===== config.mk =====
export PLATFORM = sky130hd
export DESIGN_NAME = uart_tx_arbiter
export DESIGN_NICKNAME = d
export VERILOG_FILES = /design/src/rtl/uart_tx_arbiter.sv
export SDC_FILE = /design/constraint.sdc
export NUM_CORES = 1
export LEC_CHECK = 0
export ABC_AREA = 1
export ABC_CLOCK_PERIOD_IN_PS = 1400
export CORE_MARGIN = 2
export CORE_UTILIZATION = 42
export DETAILED_ROUTE_END_ITERATION = 7
export PLACE_DENSITY_LB_ADDON = 0.08
export REMOVE_ABC_BUFFERS = 1
export SLEW_MARGIN = 20
export SYNTH_ARGS = -nofsm -noshare
export SYNTH_HDL_FRONTEND = slang
export SYNTH_SLANG_ARGS = --single-unit

===== constraint.sdc =====
create_clock -name clk -period 1.4 [get_ports clk]
set_input_delay 0.28 -clock clk [delete_from_list [all_inputs] [get_ports clk]]
set_output_delay 0.28 -clock clk [all_outputs]
set_load 0.01 [all_outputs]

===== src/rtl/uart_tx_arbiter.sv =====
// Round-robin arbiter that merges byte streams from NUM_REQ requesters into one
// UART transmitter, optionally prefixing each packet with a channel header byte.
module uart_tx_arbiter #(
    parameter int NUM_REQ = 4,
    parameter int HDR_EN  = 1,
    parameter int MAX_LEN = 255
) (
    input  logic                 clk,
    input  logic                 aresetn,
    input  logic [NUM_REQ-1:0]   req_valid,
    input  logic [8*NUM_REQ-1:0] req_data,
    input  logic [NUM_REQ-1:0]   req_last,
    output logic [NUM_REQ-1:0]   req_ready,
    output logic [7:0]           tx_data,
    output logic                 tx_wr,
    input  logic                 txrdy,
    output logic [NUM_REQ-1:0]   grant,
    output logic                 busy,
    output logic                 trunc
);

    localparam int               IDX_W     = $clog2(NUM_REQ);
    localparam logic [7:0]       LEN_LIMIT = 8'(MAX_LEN);
    localparam logic [NUM_REQ-1:0] ONE_HOT0 = NUM_REQ'(1);

    typedef enum logic [2:0] {IDLE, HDR, DATA, ISSUE, SETTLE} state_t;

    state_t           state;
    logic [IDX_W-1:0] ptr;
    logic [IDX_W-1:0] gidx;
    logic [IDX_W-1:0] pick;
    logic [IDX_W-1:0] cand;
    logic             found;
    logic [7:0]       cnt;
    logic [7:0]       cnt_inc;
    logic             at_limit;
    logic             pkt_done;
    logic [7:0]       lane [NUM_REQ];
    logic             sel_valid;
    logic             sel_last;
    logic [7:0]       sel_data;

    always_comb begin
        for (int i = 0; i < NUM_REQ; i++) begin
            lane[i] = req_data[8*i +: 8];
        end
    end

    assign sel_valid = req_valid[gidx];
    assign sel_last  = req_last[gidx];
    assign sel_data  = lane[gidx];
    assign cnt_inc   = cnt + 8'd1;
    assign at_limit  = (cnt_inc == LEN_LIMIT);
    assign busy      = |grant;

    // Scan downwards so the last hit wins: that is the first valid requester after ptr.
    always_comb begin
        // NOTE: every variable gets a default before any branch, otherwise a latch is inferred.
        found = 1'b0;
        pick  = '0;
        cand  = '0;
        for (int i = NUM_REQ; i >= 1; i--) begin
            cand = IDX_W'((int'(ptr) + i) % NUM_REQ);
            if (req_valid[cand]) begin
                found = 1'b1;
                pick  = cand;
            end
        end
    end

    // Accept strobe is combinational so the byte is taken in the same cycle it is captured.
    always_comb begin
        req_ready = '0;
        if (state == DATA && txrdy) begin
            req_ready = grant & req_valid;
        end
    end

    // NOTE: state uses non-blocking assignments and an asynchronous active-low reset.
    always_ff @(posedge clk or negedge aresetn) begin
        if (!aresetn) begin
            state    <= IDLE;
            grant    <= '0;
            gidx     <= '0;
            ptr      <= IDX_W'(NUM_REQ - 1);
            cnt      <= '0;
            pkt_done <= 1'b0;
            tx_data  <= 8'h00;
            tx_wr    <= 1'b0;
            trunc    <= 1'b0;
        end else begin
            tx_wr <= 1'b0;
            trunc <= 1'b0;
            case (state)
                IDLE: begin
                    if (found) begin
                        grant <= ONE_HOT0 << pick;
                        gidx  <= pick;
                        cnt   <= '0;
                        state <= (HDR_EN != 0) ? HDR : DATA;
                    end
                end
                HDR: begin
                    if (txrdy) begin
                        tx_data  <= {4'hA, 4'(gidx)};
                        tx_wr    <= 1'b1;
                        pkt_done <= 1'b0;
                        state    <= ISSUE;
                    end
                end
                DATA: begin
                    if (txrdy && sel_valid) begin
                        tx_data  <= sel_data;
                        tx_wr    <= 1'b1;
                        cnt      <= cnt_inc;
                        pkt_done <= sel_last || at_limit;
                        trunc    <= !sel_last && at_limit;
                        state    <= ISSUE;
                    end
                end
                ISSUE: begin
                    state <= SETTLE;
                end
                SETTLE: begin
                    ptr <= gidx;
                    if (pkt_done) begin
                        grant <= '0;
                        state <= IDLE;
                    end else begin
                        state <= DATA;
                    end
                end
                default: state <= IDLE;
            endcase
        end
    end

endmodule


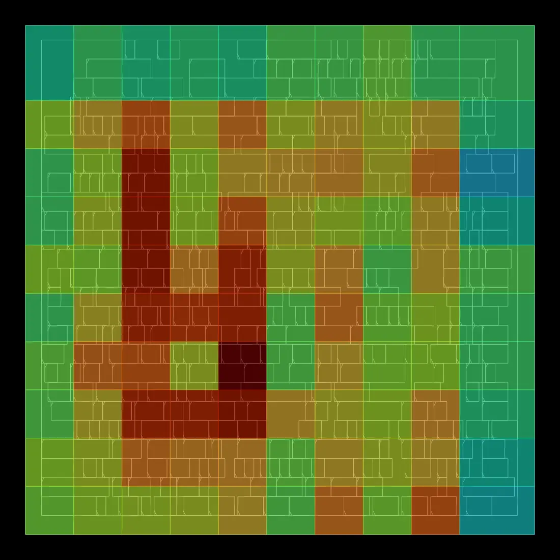
(run_1/final_congestion.png)
Final Util: 0.737
drt wl/cell: 13.8 um
met3 track demand over resource: 0.0552
GRT Max-Usage Layer: met2
total global-route track usage: 0.237

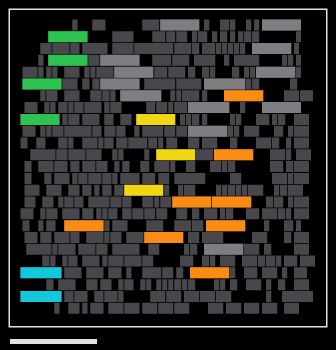
(run_1/registers.png)
Scale bar: 20 um. Other sequential cells in the stronger grey, the rest of the logic in the fainter grey.
netlist name	colour	placed flops
`grant`	green	4
`state`	yellow	3
`tx_data`	orange	8
`ptr`	cyan	2
not coloured	13
Flop area: 757 sq um
Seq power: 0.00142 W
Seq/total area: 0.222

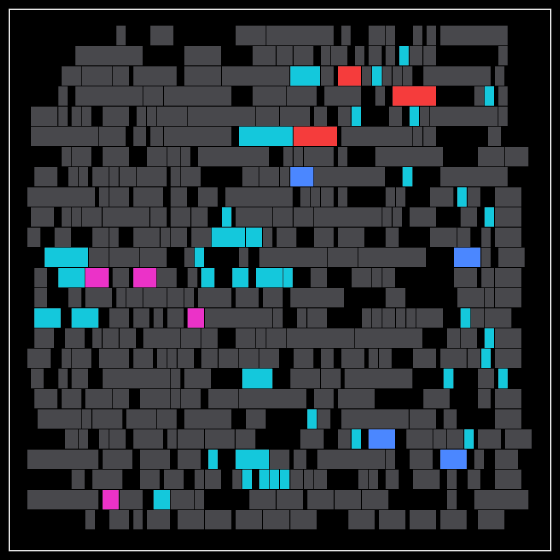
(run_1/gate_families.png)
family	colour	cells
XOR/XNOR gates	red	3
AND and OR gates	magenta	4
NOR gates	cyan	38
AND-OR and OR-AND gates	blue	4
logic share of the area: 0.402
Non-Filler Instances: 448

[run 1: worst paths after layout]
| path | from | end | cells after the start | slack (ns) |
|---|---|---|---|---|
| max in group asynchronous | aresetn | ptr[0]$_DFFE_PN1N_ | 2 | 0.80 |
| min in group clk | tx_data[6]$_DFFE_PN0P_ | tx_data[6]$_DFFE_PN0P_ | 2 | 0.49 |
| hold / removal | aresetn | tx_data[4]$_DFFE_PN0P_ | 2 | 0.36 |
| setup / recovery | ptr[0]$_DFFE_PN1N_ | grant[1]$_DFFE_PN0P_ | 8 | -0.17 |
| hold reg to reg | tx_data[6]$_DFFE_PN0P_ | tx_data[6]$_DFFE_PN0P_ | 2 | 0.49 |
| setup reg to reg | ptr[0]$_DFFE_PN1N_ | grant[1]$_DFFE_PN0P_ | 8 | -0.17 |
==> impl_metrics.json, run 1 <==
{
  "worst_pin_slew_ns": 0.321,
  "wl_met1_um": 2510,
  "edf_count": 0,
  "seq_power_share": 0.223,
  "cp_data_required_time_ns": 1.58,
  "met2WireLength_um": 3230,
  "yosysSeqAreaShare": 0.379,
  "clock_latency_ns": 0.29,
  "outcome": "complete, but fails checks",
  "async_flop_share": 1.00,
  "grtUsageMet1": 0.274,
  "core-area_sq_mm": 0.00463,
  "clock.fmax_ghz": 0.636,
  "place.gp.congestion": 0.880,
  "top_logic_kind": "simple AND/OR/NAND/NOR gates",
  "finalMaxSlewViolations": 0,
  "yosysWarnings": 0,
  "crit_path_top_delay_cell": "dfstp_2",
  "stdcell_area_sq_mm": 0.00341,
  "p_leak_nw": 1.65,
  "crit_path_end_kind": "register",
  "rsz0062_at_grt": "yes",
  "ff_count": 30,
  "met2_usage": 0.414,
  "reg_top3": "cnt x8, tx_data x8, grant x4",
  "lay_top_cells": "66 x nand2_1, 43 x buf_4, 37 x clkdlybuf4s50_1, 25 x dfrtp_1, 24 x nor2_1",
  "power_switching_w": 0.00292,
  "synth_top_area_share": 0.352,
  "period_used_share": 1.12,
  "crit_path_start_kind": "register",
  "dieArea_sq_mm": 0.00530,
  "antenna_found_initial": 0,
  "grt_pass1_vias": 2160,
  "layout.cells.most_common": "nand2_1",
  "drc": 0,
  "dieHeight_um": 72.8,
  "io_pins": 62,
  "die_x_um": 72.8,
  "top_cell": "nand2_1",
  "grt_max_degree": 31,
  "ys_sh_aoi": 0.119,
  "max_stage_delay_ns": 0.63,
  "cts_tree": "yes",
  "diodes": 0,
  "path_class": "register to register",
  "simple_gate_share": 0.381,
  "buffer_area_frac": 0.294,
  "clkSlewWorstSetupHoldPaths_ns": 0.07,
  "dpl.cell_count": 430,
  "io_buffers": 61,
  "slew_headroom": 0.784,
  "grt_pass1_wl_um": 9600,
  "hold_viol_final": 0,
  "finalPower_w": 0.00637,
  "ys.flop_type": "dfrtp_1",
  "n_tap_cell": 54,
  "power-top-group": "combinational logic",
  "routed_wl_um": 6190,
  "grt_overflow_total": 0,
  "vias": 2274,
  "yosys_area_sq_mm": 0.00199,
  "switching_share": 0.458,
  "synth-xor-area-share": 0.0132,
  "clk-power_w": 0.000744,
  "cp.arrival_ns": 1.75,
  "worst_clock_skew_ns": 0.00638,
  "inv_count": 28,
  "cts-htree-levels": 2,
  "yosysTopAreaCell": "dfrtp_1",
  "pwr_density_cell_mw_per_mm2": 1870,
  "area_growth_pct": 71.7,
  "row_count": 25,
  "combinationalPower_w": 0.00421,
  "syn_area_per_cell_sq_um": 7.03,
  "dpl_cell_area_sq_mm": 0.00293,
  "min_path_type": "input port to async pin",
  "top_cells_by_area": "dfrtp_1 35%, nand2_1 18%, nand3_1 5.5%",
  "warning_count": 28,
  "period_minus_slack_ns": 1.57,
  "layout_setup_ws_ns": -0.172,
  "crit_buf_inv": 1,
  "clockBufferDepth": 2,
  "violations": "setup timing",
  "drt-initial-drc-count": 76,
  "ant_nets": 0,
  "synthCells": 283,
  "place_hpwl_um": 4330,
  "drive_above_1_share": 0.388,
  "cts_setup_buffers": 7,
  "comb_cells": 215,
  "hold_slack_ns": 0.357,
  "clock-sinks": 30,
  "cts_hold_buf": 0,
  "cts-root-buf": "clkbuf_8",
  "fillers": 378,
  "critPathMaxFanout": 6,
  "critical_path.top_delay_family": "flip-flops",
  "avgViaCountPerCell": 5.08,
  "dominant_cells": "logic gates",
  "power.share.combinational": 0.660,
  "dp_worst_setup_slack_ns": -0.482,
  "synthTopCellsByCount": "93 x nand2_1, 28 x dfrtp_1, 26 x nor2_1",
  "p_int_w": 0.00345,
  "n_all_buffers": 113,
  "worstPathCellList": "nand2_1 > and2_1 > o21ai_2 > inv_1 > nand2_2 > nand2_2 > nand3_2 > nand2_1",
  "ys_cells": 283,
  "clkbuf_count": 6,
  "setup_viol": 10,
  "setup_tns_ns": -1.37
}
==> run 1 -> run 2 <==
- SLEW_MARGIN: 20 -> 10
==> impl_metrics.json, run 2 <==
{
  "grt_use_total": 0.237,
  "grt_pass1_vias": 2160,
  "finalPower_w": 0.00637,
  "clock-sinks": 30,
  "instances_no_fill": 448,
  "die_x_um": 72.8,
  "path_depth": 8,
  "met2WireLength_um": 3230,
  "violations": "setup timing",
  "clk_share": 0.0279,
  "cp_data_required_time_ns": 1.58,
  "setup_viol": 10,
  "ys_cells": 283,
  "clock_latency_ns": 0.29,
  "grtUsageMet1": 0.274,
  "dp_worst_setup_slack_ns": -0.482,
  "cts_resized": 80,
  "max_stage_delay_ns": 0.63,
  "grt_overflow_total": 0,
  "ys_types": 34,
  "place_hpwl_um": 4330,
  "cts-root-buf": "clkbuf_8",
  "synthTopCellsByCount": "93 x nand2_1, 28 x dfrtp_1, 26 x nor2_1",
  "reg_top3": "cnt x8, tx_data x8, grant x4",
  "finalMaxSlewViolations": 0,
  "cts_tree": "yes",
  "ff_count": 30,
  "worst_pin_slew_ns": 0.321,
  "cts-htree-levels": 2,
  "top_cell": "nand2_1",
  "hold_viol_final": 0,
  "cp.arrival_ns": 1.75,
  "ys.flop_type": "dfrtp_1",
  "period_minus_slack_ns": 1.57,
  "clockBufferDepth": 2,
  "yosysTopAreaCell": "dfrtp_1",
  "avgViaCountPerCell": 5.08,
  "met3_length_um": 351,
  "area_growth_pct": 71.7,
  "slew_headroom": 0.784,
  "drive_above_1_share": 0.388,
  "min_path_type": "input port to async pin",
  "dpl.cell_count": 430,
  "crit_path_top_delay_cell": "dfstp_2",
  "clock.fmax_ghz": 0.636,
  "syn_area_per_cell_sq_um": 7.03,
  "layout.nets": 438,
  "crit_buf_inv": 1,
  "io_buffers": 61,
  "wl_per_cell_um": 13.8,
  "fp_util": 0.429,
  "dieArea_sq_mm": 0.00530,
  "async_flop_share": 1.00,
  "grt.busiest_layer": "met2",
  "layout_setup_ws_ns": -0.172,
  "lay_top_cells": "66 x nand2_1, 43 x buf_4, 37 x clkdlybuf4s50_1, 25 x dfrtp_1, 24 x nor2_1",
  "worstPathCellList": "nand2_1 > and2_1 > o21ai_2 > inv_1 > nand2_2 > nand2_2 > nand3_2 > nand2_1",
  "worst_clock_skew_ns": 0.00638,
  "comb_share": 0.402,
  "row_count": 25,
  "pwr_density_cell_mw_per_mm2": 1870,
  "syn-cell-area_sq_mm": 0.00199,
  "core-area_sq_mm": 0.00463,
  "hold_slack_ns": 0.357,
  "io_pins": 62,
  "synthCells": 283,
  "p_leak_nw": 1.65,
  "diodes": 0,
  "setup_tns_ns": -1.37,
  "wl_met1_um": 2510,
  "clkbuf_count": 6,
  "dominant_cells": "logic gates",
  "crit_end": "grant[1]$_DFFE_PN0P_",
  "synth-seq-cells": 30,
  "dieHeight_um": 72.8,
  "ant_nets": 0,
  "worstSetupStartpoint": "ptr[0]$_DFFE_PN1N_",
  "drt-initial-drc-count": 76,
  "reg2reg_setup_slack_ns": -0.17,
  "crit_path_end_kind": "register",
  "outcome": "complete, but fails checks",
  "yosys_area_sq_mm": 0.00199,
  "comb_cells": 215,
  "buffer_area_frac": 0.294,
  "antenna_found_initial": 0,
  "yosysSeqAreaShare": 0.379,
  "period_used_share": 1.12,
  "path_class": "register to register",
  "grt_max_degree": 31,
  "fillers": 378,
  "synth_top_area_share": 0.352,
  "reg2reg_depth": 8,
  "critical_path.top_delay_family": "flip-flops",
  "crit_path_start_kind": "register",
  "cts_setup_buffers": 7,
  "dpl_cell_area_sq_mm": 0.00293,
  "n_tap_cell": 54,
  "drt_first_pass_iters": 4,
  "reg2reg_from": "ptr[0]$_DFFE_PN1N_",
  "top_cells_by_area": "dfrtp_1 35%, nand2_1 18%, nand3_1 5.5%",
  "inv_count": 28,
  "n_all_buffers": 113,
  "use_met3": 0.0552,
  "edf_count": 0,
  "rsz0062_at_grt": "yes",
  "comb_area_sq_mm": 0.00137,
  "yosysWarnings": 0,
  "top_layer": "met4",
  "layout.cells.most_common": "nand2_1",
  "fin_util": 0.737,
  "drc": 0,
  "stdcell_area_sq_mm": 0.00341,
  "seqCellArea_sq_um": 757,
  "clkSlewWorstSetupHoldPaths_ns": 0.07,
  "cts_hold_buf": 0,
  "seq-cell-share": 0.222,
  "grt_pass1_wl_um": 9600,
  "critPathMaxFanout": 6,
  "warning_count": 28,
  "place.gp.congestion": 0.880,
  "r2r-end": "grant[1]$_DFFE_PN0P_"
}
-- run 2: cells by family (layout without fill, tap and decap cells) --
group | Yosys count | in the layout | synth area share
adder cells (fa/ha/maj) | 2 | 2 | 0.0126
XOR/XNOR | 3 | 3 | 0.0132
AND/OR/NAND/NOR | 169 | 169 | 0.381
AND-OR/OR-AND | 41 | 41 | 0.119
flip-flops | 30 | 30 | 0.379
buffers and inverters | 38 | 149 | 0.0950
-- run 2: worst register-to-register path, cell delays in order, from the launching register on --
cell and delay, ns:
dfstp_2 0.63, nand2_1 0.11, and2_1 0.20, o21ai_2 0.19
inv_1 0.07, nand2_2 0.07, nand2_2 0.07, nand3_2 0.07
nand2_1 0.05
-- run 2: power breakdown --
group	internal, W	switching, W
registers	0.00117	0.000248
clock network	0.000395	0.000349
logic	0.00188	0.00232
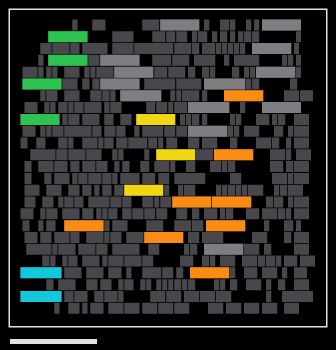
(run_2/registers.png)
Scale bar: 20 um. Other sequential cells in the stronger grey, the rest of the logic in the fainter grey.
netlist name	colour	placed flops
`grant`	green	4
`state`	yellow	3
`tx_data`	orange	8
`ptr`	cyan	2
not coloured	13

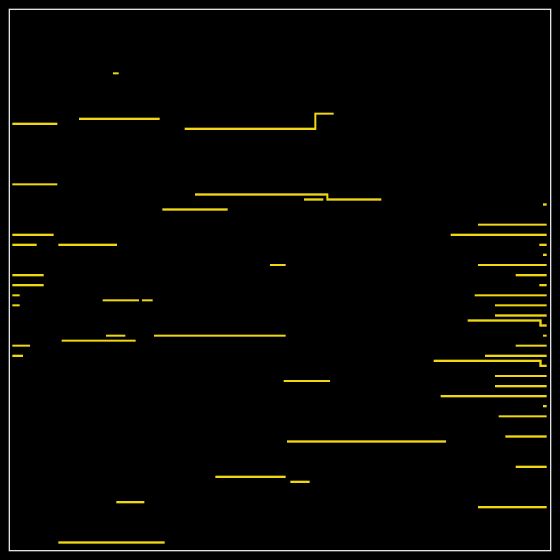
(run_2/met3.png)
share of all routed wire	5.7%
longest straight run	21.2 um
main direction	horizontal
drt total wl: 6190 um
via count: 2274

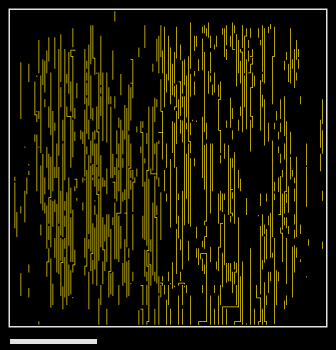
(run_2/met2.png)
Scale bar: 20 um.
longest straight run	32.0 um
wire length on this layer	3230 um
main direction	vertical
share of all routed wire	52%
nets with wire on the layer	364
M2 GR Usage: 0.414

Power figures rest on the tool's default switching activity, not on a simulated workload.
